==> config.mk <==
export PLATFORM = sky130hd
export DESIGN_NAME = atm_readback
export DESIGN_NICKNAME = d
export VERILOG_FILES = /design/src/rtl/atm_rdbk_pkg.sv /design/src/rtl/atm_rdbk_mux.sv /design/src/rtl/atm_readback.sv
export SDC_FILE = /design/constraint.sdc
export NUM_CORES = 1
export LEC_CHECK = 0
export ABC_CLOCK_PERIOD_IN_PS = 5500
export CAP_MARGIN = 10
export CORE_MARGIN = 2
export CORE_UTILIZATION = 29
export DETAILED_ROUTE_END_ITERATION = 6
export GPL_TIMING_DRIVEN = 0
export HOLD_SLACK_MARGIN = 0.02
export PLACE_DENSITY = 0.8
export SKIP_LAST_GASP = 1
export SLEW_MARGIN = 5
export SYNTH_ARGS = -nofsm -noshare
export SYNTH_HDL_FRONTEND = slang
export SYNTH_HIERARCHICAL = 1
export SYNTH_SLANG_ARGS = --single-unit
==> constraint.sdc <==
create_clock -name fclk -period 5.5 [get_ports fclk]
set_input_delay 1.1 -clock fclk [delete_from_list [all_inputs] [get_ports fclk]]
set_output_delay 1.1 -clock fclk [all_outputs]
set_load 0.005 [all_outputs]
==> src/rtl/atm_rdbk_pkg.sv <==
// Shared constants for the ATM pager read-back port: port low byte, H-index map, FSM encoding.
// Used by atm_readback and atm_rdbk_mux (optional macro RDBK_SHADOW_EN is handled in the top).
package atm_rdbk_pkg;

    localparam logic [7:0] RDBK_PORT_LO = 8'hBE;

    localparam logic [7:0] H_PG0     = 8'h00;
    localparam logic [7:0] H_PG1     = 8'h04;
    localparam logic [7:0] H_RAMNROM = 8'h08;
    localparam logic [7:0] H_DOS7FFD = 8'h09;
    localparam logic [7:0] H_WRDIS   = 8'h0A;

    typedef enum logic [1:0] {
        ST_IDLE = 2'd0,
        ST_CAPT = 2'd1,
        ST_HOLD = 2'd2
    } rdbk_state_e;

endpackage

==> src/rtl/atm_rdbk_mux.sv <==
// Combinational H-index to read-back byte selection for the ATM pager read-back port.
// Page and write-disable registers are returned inverted; unmapped indices read as 8'hFF.
module atm_rdbk_mux
    import atm_rdbk_pkg::*;
(
    input  logic [7:0]  h,
    input  logic [31:0] pg0_w,
    input  logic [31:0] pg1_w,
    input  logic [7:0]  ramnrom_w,
    input  logic [7:0]  dos7ffd_w,
    input  logic [7:0]  wrdis_w,
    output logic [7:0]  rd_byte
);

    logic [4:0] win_lsb;

    assign win_lsb = {h[1:0], 3'b000};

    // NOTE: default assignment first so no path through the block can infer a latch.
    always_comb begin
        rd_byte = 8'hFF;
        if (h[7:2] == H_PG0[7:2]) begin
            rd_byte = ~pg0_w[win_lsb +: 8];
        end else if (h[7:2] == H_PG1[7:2]) begin
            rd_byte = ~pg1_w[win_lsb +: 8];
        end else if (h == H_RAMNROM) begin
            rd_byte = ramnrom_w;
        end else if (h == H_DOS7FFD) begin
            rd_byte = dos7ffd_w;
        end else if (h == H_WRDIS) begin
            rd_byte = ~wrdis_w;
        end
    end

endmodule

==> src/rtl/atm_readback.sv <==
// ATM pager read-back port (IN from xxBE): captures one byte per Z80 I/O read cycle and holds it.
// Define RDBK_SHADOW_EN to make the port respond only while shadow=1.
module atm_readback
    import atm_rdbk_pkg::*;
(
    input  logic        fclk,
    input  logic        rst,
    input  logic        zpos,
    input  logic        zneg,
    input  logic [15:0] za,
    input  logic        iorq_n,
    input  logic        rd_n,
    input  logic        m1_n,
    input  logic        shadow,
    input  logic [31:0] pg0_w,
    input  logic [31:0] pg1_w,
    input  logic [7:0]  ramnrom_w,
    input  logic [7:0]  dos7ffd_w,
    input  logic [7:0]  wrdis_w,
    output logic [7:0]  rd_data,
    output logic        rd_oe,
    output logic        rd_stb
);

    rdbk_state_e state_q, state_d;
    logic        req_q, req_d;
    logic        armed_q, armed_d;
    logic [7:0]  rd_data_q, rd_data_d;
    logic        req_io;
    logic        req;
    logic        req_rise;
    logic [7:0]  mux_byte;
    logic        unused_inputs;

    assign req_io = !iorq_n && !rd_n && m1_n && (za[7:0] == RDBK_PORT_LO);

`ifdef RDBK_SHADOW_EN
    assign req           = req_io && shadow;
    assign unused_inputs = zneg;
`else
    assign req           = req_io;
    assign unused_inputs = zneg ^ shadow;
`endif

    atm_rdbk_mux u_mux (
        .h         (za[15:8]),
        .pg0_w     (pg0_w),
        .pg1_w     (pg1_w),
        .ramnrom_w (ramnrom_w),
        .dos7ffd_w (dos7ffd_w),
        .wrdis_w   (wrdis_w),
        .rd_byte   (mux_byte)
    );

    // NOTE: all state uses non-blocking assignments; reset is synchronous and also clears the data latch.
    always_ff @(posedge fclk) begin
        if (rst) begin
            state_q   <= ST_IDLE;
            req_q     <= 1'b0;
            armed_q   <= 1'b0;
            rd_data_q <= 8'hFF;
        end else begin
            state_q   <= state_d;
            req_q     <= req_d;
            armed_q   <= armed_d;
            rd_data_q <= rd_data_d;
        end
    end

    // armed_q blocks a response to an I/O cycle already in progress when reset released.
    always_comb begin
        req_d    = zpos ? req : req_q;
        armed_d  = armed_q || (zpos && !req);
        req_rise = zpos && req && !req_q && armed_q;
        state_d  = state_q;
        case (state_q)
            ST_IDLE: if (req_rise) state_d = ST_CAPT;
            ST_CAPT: state_d = ST_HOLD;
            ST_HOLD: if (zpos && !req) state_d = ST_IDLE;
            default: state_d = ST_IDLE;
        endcase
    end

    always_comb begin
        rd_data_d = (state_q == ST_CAPT) ? mux_byte : rd_data_q;
        rd_stb    = (state_q == ST_CAPT);
        rd_oe     = (state_q == ST_HOLD);
        rd_data   = rd_data_q;
    end

endmodule

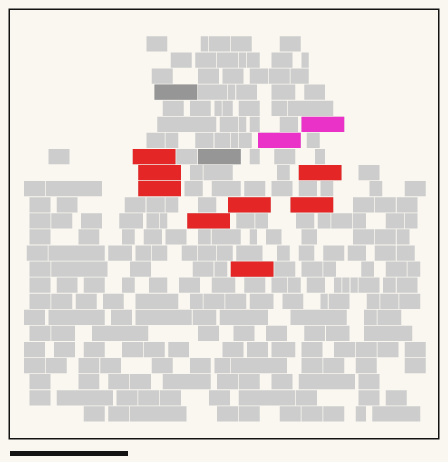
**Above:** sequential cells coloured by netlist name.
Bar = 20 um. Other sequential cells in the stronger grey, the rest of the logic in the fainter grey.
- rd_data: red (sequential cells 8; where centre)
- state_q: magenta (sequential cells 2)
- not coloured: 2

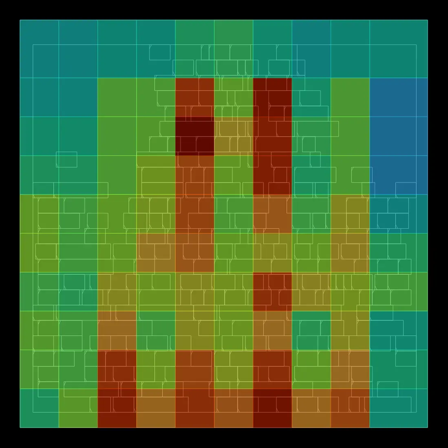
**Above:** congestion heat map.
Total GRT Usage: 19.03%
most used routing layer in global routing: met2
core occupancy in the finished layout: 59.57%

-- kinds of logic after synthesis --
logic type	after synthesis	synth area share (%)
AND/OR/NAND/NOR	44	23.43
AND-OR/OR-AND	28	16.97
buffers and inverters	12	5.350
multiplexers	24	36.53
flip-flops	12	17.71
-- stage by stage --
stage	cell area [sq um]	worst slack [ns]	hold WS (ns)	utilization [%]
after floorplan	1356	2.980	0.4507	-
after global placement	2592	2.292	0.4669	58.33
after detailed placement	2592	2.232	0.4808	58.33
after CTS	2648	2.466	0.4867	59.57
after global routing	2648	2.382	0.5149	59.57
final	2648	2.492	0.4911	59.57
-- cell type report --
class	instances	area [sq um]
multi-input cells	96	1044
repair buffers	117	1171
flip-flops and latches	12	240.2
well taps	52	65.06
inverters	1	3.754
clock buffers	4	55.05
fillers	410	1797
plain buffers	11	68.82
-- metal layers --
layer  up-vias  wire length, um  share of wire [%]  global-route usage (%)
met5         -                0                  0                       0
met4         0               74                1.5                   6.379
met3         6              266                5.4                   2.917
met2        65             2668                 54                   36.70
met1       746             1916                 39                   21.01
li1        747                -                  -                       -
-- synth_stat cells, drive strengths merged, types with 2 or more instances --
cell    instances
clkbuf          4
o32ai           8
nand4b          2
nand2           2
dfxtp          12
buf             7
a22oi           8
nor2b          25
or4             2
a211o           8
mux2            8
nor2            4
mux4           16
-- flip-flops by register name (all words and copies together), names as in the netlist --
| register | count |
|---|---|
| rd_data | 8 |
| state_q | 2 |
| req_q | 1 |
| armed_q | 1 |
-- worst max-delay path, cell delays in order --
cell and delay [ns]:
clkdlybuf4s50_1 0.59, clkbuf_1 0.48, mux4_2 0.38, mux2_2 0.27
a22oi_1 0.19, a211o_1 0.17
-- power breakdown --
part           switching (uW)  total (uW)  internal [uW]
logic                    35.7         137            101
registers               0.352        87.8           87.5
clock network            34.4        97.7           63.3
==> results.toml <==
# physical design summary
[run_status]
status = "complete, no violations"

[clocking]
clk_latency_ns = 0.24
cts_sinks = 12
numCtsBuffers = 3
ctsHoldBuffers = 0
root_buffer = "clkbuf_8"
cts_tree = "built"
cts-htree-levels = 1
cts_max_path_buffers = 2
cts_resized = 0
clkTransAtPathRegs_ns = 0.06
post_cts_buffers = 0

[logic_synthesis]
fp_nets = 232
yosysUniqueCellTypes = 32
syn_inst = 120
topCellsByArea = "mux4_1 (23%), dfxtp_1 (18%), nor2b_1 (12%), mux2_2 (6.6%), mux4_2 (6.6%)"
async_flop_share_pct = 0
synthFlopType = "dfxtp_1"
netlist_area_sq_um = 1356
synth-seq-cells = 12
yosysTopAreaCell = "mux4_1"
syn_avg_cell_area_sq_um = 11.30
yosysCellCount = 120
edf_count = 0
ys_seq_share_pct = 17.71
yosys.area.top_type_share_pct = 23.25
ys_area_sq_um = 1356
ys_warn_count = 6

[final_timing]
slew_headroom_pct = 62.15
setup_viol_count_final = 0
slew_viol_final = 0
rsz0062_at_grt = "false"
finalHoldViolations = 0
max_freq_mhz = 332.4
post-route-min-period_ns = 3.008
tightest_slew_ns = 0.5678
finalClockPeriodUsage_pct = 54.70
skew_ns = 0.005042
fin_setup_tns_ns = 0

[run]
tool_warnings = 28
cap_viol_max_count = 0

[worst_hold_path]
whs_path_depth = 1
hold_end = "state_q[0]$_SDFFE_PP0P_"
worstHoldStart = "state_q[1]$_SDFFE_PP0P_"
hold_class = "register to register"

[cells_and_area]
area_growth_syn_to_layout_pct = 95.20
drive_gt1_share_pct = 11.20
lay_top_cells = "clkdlybuf4s50_1 (117), nor2b_1 (25), dfxtp_1 (12), mux4_1 (12)"
final_nets = 354
antennaDiodeCount = 0
fin_cells = 293
lay_top_count = "clkdlybuf4s50_1"

[floorplan]
die_width_um = 72.39
die_h_um = 72.39
rows = 24
dieArea_sq_um = 5240
pin_count = 122
fp-utilization_pct = 30.52
core_area_sq_um = 4444

[route]
wl_per_cell_um = 16.81
drc = 0
num_vias = 1564
ant_nets = 0
first_pass_iters = 4
drt_first_iter_violations = 41
via_per_inst = 5.338
finalWirelength_mm = 4.925

[worst_setup_path]
r2r-start = "state_q[0]$_SDFFE_PP0P_"
r2r-end = "rd_data[5]$_SDFFE_PP1P_"
crit_type = "primary input to register"
path_max_fanout = 10
rr_worst_depth = 4
required_ns = 5.68
cp-endpoint = "rd_data[5]$_SDFFE_PP1P_"
rrSetupSlack_ns = 4.23
cp-start-kind = "primary input"
crit_start = "za[9]"
endpoint_kind = "register"
worstPathArrival_ns = 3.19

[grt]
overflow = 0
grt_pass1_vias = 1640
antenna_found_initial = 0
grt_pass1_wl_mm = 7.665
grt_max_degree = 11

[placement]
globalplace.congestion = 0.7539
dp_hpwl_mm = 4.227
numPortBuffers = 117
dp_cells = 289

[pwr]
fin_total_pwr_uw = 322.7
powerDensity_nw_per_um2 = 121.9
ir_drop_uv = 71.44
Power and IR drop assume default switching activity.
